==> src/rtl/etc_fb_pkg.sv <==
// Shared constants, types and helpers for the ETC block frame-buffer writer.
package etc_fb_pkg;

  localparam int BLK_DIM        = 4;
  localparam int TEXELS_PER_BLK = 16;
  localparam int BLK_BITS       = TEXELS_PER_BLK * 16;

  typedef logic [15:0] rgb565_t;

  typedef enum logic [1:0] {
    ST_IDLE  = 2'd0,
    ST_WRITE = 2'd1,
    ST_DONE  = 2'd2
  } fb_state_e;

  function automatic rgb565_t texel_at(input logic [BLK_BITS-1:0] blk, input logic [3:0] idx);
    return blk[{idx, 4'b0000} +: 16];
  endfunction

endpackage

==> src/rtl/etc_fb_writer_if.sv <==
// Block-in / frame-buffer-out signal bundle. slv is the writer side, mst the block source and FB sink.
interface etc_fb_writer_if;
  import etc_fb_pkg::*;

  logic                blk_valid;
  logic [BLK_BITS-1:0] blk_texel;
  logic                blk_ready;
  logic                wr_en;
  logic [31:0]         wr_addr;
  rgb565_t             wr_data;
  logic                decode_finished;

  modport slv (
    input  blk_valid, blk_texel,
    output blk_ready, wr_en, wr_addr, wr_data, decode_finished
  );

  modport mst (
    output blk_valid, blk_texel,
    input  blk_ready, wr_en, wr_addr, wr_data, decode_finished
  );

endinterface

==> src/rtl/etc_fb_addr_gen.sv <==
// Raster address for texel i of block (bx, by), registered; holds while en_i=0.
// Optional ETC_FB_FLIP_Y_EN writes rows bottom-up (HEIGHT-1-y).
module etc_fb_addr_gen
  import etc_fb_pkg::*;
#(
  parameter int WIDTH  = 128,
  parameter int HEIGHT = 128,
  parameter int BXW    = 5,
  parameter int BYW    = 5
) (
  input  logic           clk_i,
  input  logic           srst_i,
  input  logic           en_i,
  input  logic [BXW-1:0] bx_i,
  input  logic [BYW-1:0] by_i,
  input  logic [3:0]     idx_i,
  output logic [31:0]    wr_addr_o
);

  logic [31:0] x, y, row, addr_d, addr_q;

  // ETC2 texel order is column-major: idx[3:2] is the column, idx[1:0] the row.
  always_comb begin
    x = 32'(bx_i) * 32'(BLK_DIM) + 32'(idx_i[3:2]);
    y = 32'(by_i) * 32'(BLK_DIM) + 32'(idx_i[1:0]);
`ifdef ETC_FB_FLIP_Y_EN
    row = 32'(HEIGHT - 1) - y;
`else
    row = y;
`endif
    addr_d = row * 32'(WIDTH) + x;
  end

  always_ff @(posedge clk_i) begin
    if (srst_i)    addr_q <= '0;
    else if (en_i) addr_q <= addr_d;
  end

  assign wr_addr_o = addr_q;

endmodule

==> src/rtl/etc_fb_writer.sv <==
// Accepts decoded 4x4 ETC blocks and streams their texels into a raster frame buffer.
// Optional macro ETC_FB_FLIP_Y_EN (handled in etc_fb_addr_gen) flips rows vertically.
module etc_fb_writer
  import etc_fb_pkg::*;
#(
  parameter int WIDTH  = 128,
  parameter int HEIGHT = 128
) (
  input  logic          tft_sclk_33m,
  input  logic          srst,
  input  logic          restart,
  etc_fb_writer_if.slv  bus
);

  localparam int BW  = WIDTH / BLK_DIM;
  localparam int BH  = HEIGHT / BLK_DIM;
  localparam int BXW = (BW > 1) ? $clog2(BW) : 1;
  localparam int BYW = (BH > 1) ? $clog2(BH) : 1;

  fb_state_e           state_q, state_d;
  logic [BXW-1:0]      bx_q, bx_d;
  logic [BYW-1:0]      by_q, by_d;
  logic [3:0]          idx_q, idx_d;
  logic [BLK_BITS-1:0] buf_q, buf_d;
  logic                rdy_q, done_q, wr_en_q, wr_en_d;
  rgb565_t             data_q, data_d;
  logic [31:0]         wr_addr;
  logic                hs, last_bx, last_by;

  assign hs      = (state_q == ST_IDLE) && rdy_q && bus.blk_valid && !restart;
  assign last_bx = (bx_q == BXW'(BW - 1));
  assign last_by = (by_q == BYW'(BH - 1));

  // Outputs are registered from next-state values so texel 0 appears the cycle after the handshake.
  always_comb begin
    state_d = state_q;
    bx_d    = bx_q;
    by_d    = by_q;
    idx_d   = idx_q;
    buf_d   = buf_q;
    if (restart) begin
      state_d = ST_IDLE;
      bx_d    = '0;
      by_d    = '0;
      idx_d   = '0;
    end else begin
      case (state_q)
        ST_IDLE: if (hs) begin
          buf_d   = bus.blk_texel;
          idx_d   = '0;
          state_d = ST_WRITE;
        end
        ST_WRITE: if (idx_q == 4'(TEXELS_PER_BLK - 1)) begin
          idx_d   = '0;
          state_d = (last_bx && last_by) ? ST_DONE : ST_IDLE;
          if (last_bx) begin
            bx_d = '0;
            by_d = last_by ? '0 : by_q + 1'b1;
          end else begin
            bx_d = bx_q + 1'b1;
          end
        end else begin
          idx_d = idx_q + 4'd1;
        end
        ST_DONE: ;
        default: state_d = ST_IDLE;
      endcase
    end
    wr_en_d = (state_d == ST_WRITE);
    data_d  = texel_at(buf_d, idx_d);
  end

  always_ff @(posedge tft_sclk_33m) begin
    if (srst) begin
      state_q <= ST_IDLE;
      bx_q    <= '0;
      by_q    <= '0;
      idx_q   <= '0;
      buf_q   <= '0;
      rdy_q   <= 1'b0;
      done_q  <= 1'b0;
      wr_en_q <= 1'b0;
      data_q  <= '0;
    end else begin
      state_q <= state_d;
      bx_q    <= bx_d;
      by_q    <= by_d;
      idx_q   <= idx_d;
      buf_q   <= buf_d;
      rdy_q   <= (state_d == ST_IDLE);
      done_q  <= (state_d == ST_DONE);
      wr_en_q <= wr_en_d;
      if (wr_en_d) data_q <= data_d;
    end
  end

  etc_fb_addr_gen #(
    .WIDTH  (WIDTH),
    .HEIGHT (HEIGHT),
    .BXW    (BXW),
    .BYW    (BYW)
  ) u_addr (
    .clk_i     (tft_sclk_33m),
    .srst_i    (srst),
    .en_i      (wr_en_d),
    .bx_i      (bx_q),
    .by_i      (by_q),
    .idx_i     (idx_d),
    .wr_addr_o (wr_addr)
  );

  assign bus.blk_ready       = rdy_q;
  assign bus.wr_en           = wr_en_q;
  assign bus.wr_addr         = wr_addr;
  assign bus.wr_data         = data_q;
  assign bus.decode_finished = done_q;

endmodule

==> src/flat_wrapper.sv <==
// flat-port wrapper written by rule: the top's interface ports become plain ports
module etc_fb_writer_flat import etc_fb_pkg::*;
#(
  parameter int WIDTH  = 128,
  parameter int HEIGHT = 128
)
  (tft_sclk_33m, srst, restart, bus_blk_valid, bus_blk_texel, bus_blk_ready, bus_wr_en, bus_wr_addr, bus_wr_data, bus_decode_finished);
  etc_fb_writer_if bus_i ();
  input  logic tft_sclk_33m;
  input  logic srst;
  input  logic restart;
  input wire logic [$bits(bus_i.blk_valid)-1:0] bus_blk_valid;
  input wire logic [$bits(bus_i.blk_texel)-1:0] bus_blk_texel;
  output wire logic [$bits(bus_i.blk_ready)-1:0] bus_blk_ready;
  output wire logic [$bits(bus_i.wr_en)-1:0] bus_wr_en;
  output wire logic [$bits(bus_i.wr_addr)-1:0] bus_wr_addr;
  output wire logic [$bits(bus_i.wr_data)-1:0] bus_wr_data;
  output wire logic [$bits(bus_i.decode_finished)-1:0] bus_decode_finished;
  assign bus_i.blk_valid = bus_blk_valid;
  assign bus_i.blk_texel = bus_blk_texel;
  assign bus_blk_ready = bus_i.blk_ready;
  assign bus_wr_en = bus_i.wr_en;
  assign bus_wr_addr = bus_i.wr_addr;
  assign bus_wr_data = bus_i.wr_data;
  assign bus_decode_finished = bus_i.decode_finished;
  etc_fb_writer #(.WIDTH(WIDTH), .HEIGHT(HEIGHT)) u_core (.tft_sclk_33m(tft_sclk_33m), .srst(srst), .restart(restart), .bus(bus_i));
endmodule
==> config.mk <==
export PLATFORM = sky130hd
export DESIGN_NAME = etc_fb_writer_flat
export DESIGN_NICKNAME = d
export VERILOG_FILES = /design/src/rtl/etc_fb_pkg.sv /design/src/rtl/etc_fb_writer_if.sv /design/src/rtl/etc_fb_addr_gen.sv /design/src/rtl/etc_fb_writer.sv /design/src/flat_wrapper.sv
export SDC_FILE = /design/constraint.sdc
export NUM_CORES = 1
export LEC_CHECK = 0
export ABC_AREA = 1
export CORE_UTILIZATION = 25
export DETAILED_ROUTE_END_ITERATION = 12
export PLACE_DENSITY = 0.56
export SLEW_MARGIN = 25
export SYNTH_ARGS = -nofsm -noshare
export SYNTH_HDL_FRONTEND = slang
export SYNTH_SLANG_ARGS = --single-unit
export TNS_END_PERCENT = 100
==> constraint.sdc <==
create_clock -name tft_sclk_33m -period 1.7 [get_ports tft_sclk_33m]
set_input_delay 0.255 -clock tft_sclk_33m [delete_from_list [all_inputs] [get_ports tft_sclk_33m]]
set_output_delay 0.255 -clock tft_sclk_33m [all_outputs]
set_load 0.01 [all_outputs]
==> changes_impl.md <==
## Implementation

* Non-Clock Buffer Count at 571
* Slew headroom at 56.8%
* Flip-flops with a built-in enable at 0
* Top Ports at 311
* Synth logic family: simple AND/OR/NAND/NOR gates
* Yosys cell types at 32
* Status: finished with violations
* Seq share, synth at 42.0%
* Yosys cell count at 2242
* Adder Area Share at 0.430%
* Minimum clock period at 2.01 ns
* Core Density at Floorplan at 25.3%
* Critical Path Source: u_core.idx_q[0]
* Final Setup Violations at 28
* Area delta synth->final at 58.9%
* Met2 Resource Use GR at 30.8%
* Mux share at 0%
* XOR Share, Synth at 0.361%
* Hold buffer count at CTS at 0
* Layout cells sized above 1 at 21.0%
* Finished Layout Cells at 3505
* Initial antenna violation count at 6
* Clock Skew at 0.0142 ns
* Chip Area, Yosys at 0.0145 mm^2
* Pwr top: clock
* Starting DRT DRC Count at 1005
* Clk buf depth at 3
* AO/OA Area Share at 8.72%
* DR DRC count at 2
* Grt ovf at 0
* Clk network pwr share at 41.4%
* Most common logic cells in the final layout: nand2_1, dfxtp_1, nor2_1, inv_1, clkdlybuf4s50_1
* Asr flop ratio synth at 0%
* Simple-gate share of the synthesized area at 35.9%
* Clock network power at 7930 uW
* Worst EP arrival at 2.49 ns
* RSZ-0062 raised after global routing: yes
* Mean number of vias per cell at 4.45
* Final Hold Slack at 0.193 ns
* Largest register by flop count: u_core.buf_q
* Violated checks: design-rule violations, negative setup slack
* Sw Ratio at 26.9%
* Placed insts at 3374
* Most frequent cell after synthesis: nand2_1
* First-pass GRT wire length at 85300 um
* Fillers at 5849
* Die area at 0.0592 mm^2
* Seq pwr share at 39.9%
* Setup TNS at -5.04 ns
* Psw at 5150 uW
* M1 wire length at 25700 um
* Max Cap Viol at 0
* Power Total at 19100 uW
* Fin. Hold Viols at 0
* Leading cell kind: multi-input combinational cells
* Clk_lat worst skew at 0.55 ns
* Synthesized registers at 305
* Root Driver: clkbuf_16
* Worst setup margin at -0.311 ns
* CTS tree: built
* Routability cong. at 0.869
* Row count at 88
* Comb area at 0.00780 mm^2
* Crit path max-delay cell type: dfxtp_4
* Instance count on the critical path at 11
Figure 1. Routed metal, one colour a layer.
Two of the layers only.
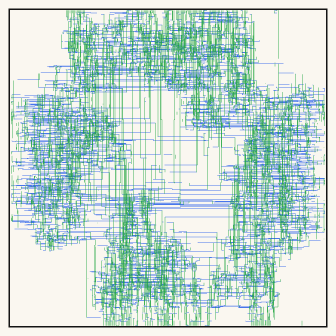
Key: met1 = blue [wire length 25.7 mm]; met2 = green [wire length 27.5 mm]
wire length per cell: 16.5 um
total wire length: 57800 um
Vias: 15600
total global-route track usage: 18.6%

Figure 2. Sequential cells grouped by signal name.
Scale bar: 50 um. Other sequential cells in the stronger grey, the rest of the logic in the fainter grey.
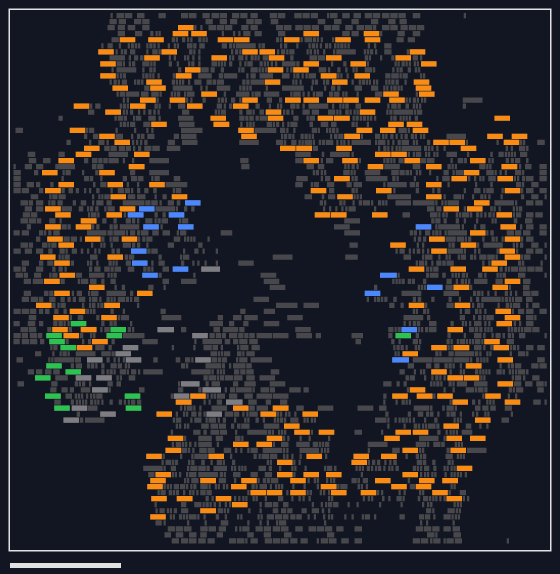
Key: `u_core.bus.wr_data` = blue [placed flops 16]; `u_core.buf_q` = orange [placed flops 256, where spread over the die]; `u_core.u_addr.wr_addr_o` = green [placed flops 14]
Another 19 sequential cells are not coloured.
Seq/total area: 26.5%
Layout Utilization: 40.2%

Figure 3. Layout detail.
Region (41, 162) to (81, 202) um. Cells in grey, sequential cells in the stronger grey; small squares are vias.
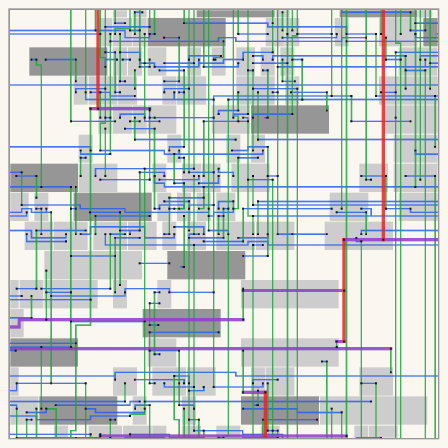
Key: met2 = green; met1 = blue; met3 = purple; met4 = red
Most frequent: nand2_1 (16), nor2_1 (11), dfxtp_1 (10). 87 logic cells have their middle in the window. Sequential cells in the window: 10. Netlist names of flops here include `u_core.buf_q` (10).

Power is estimated from default activity; no workload was simulated.
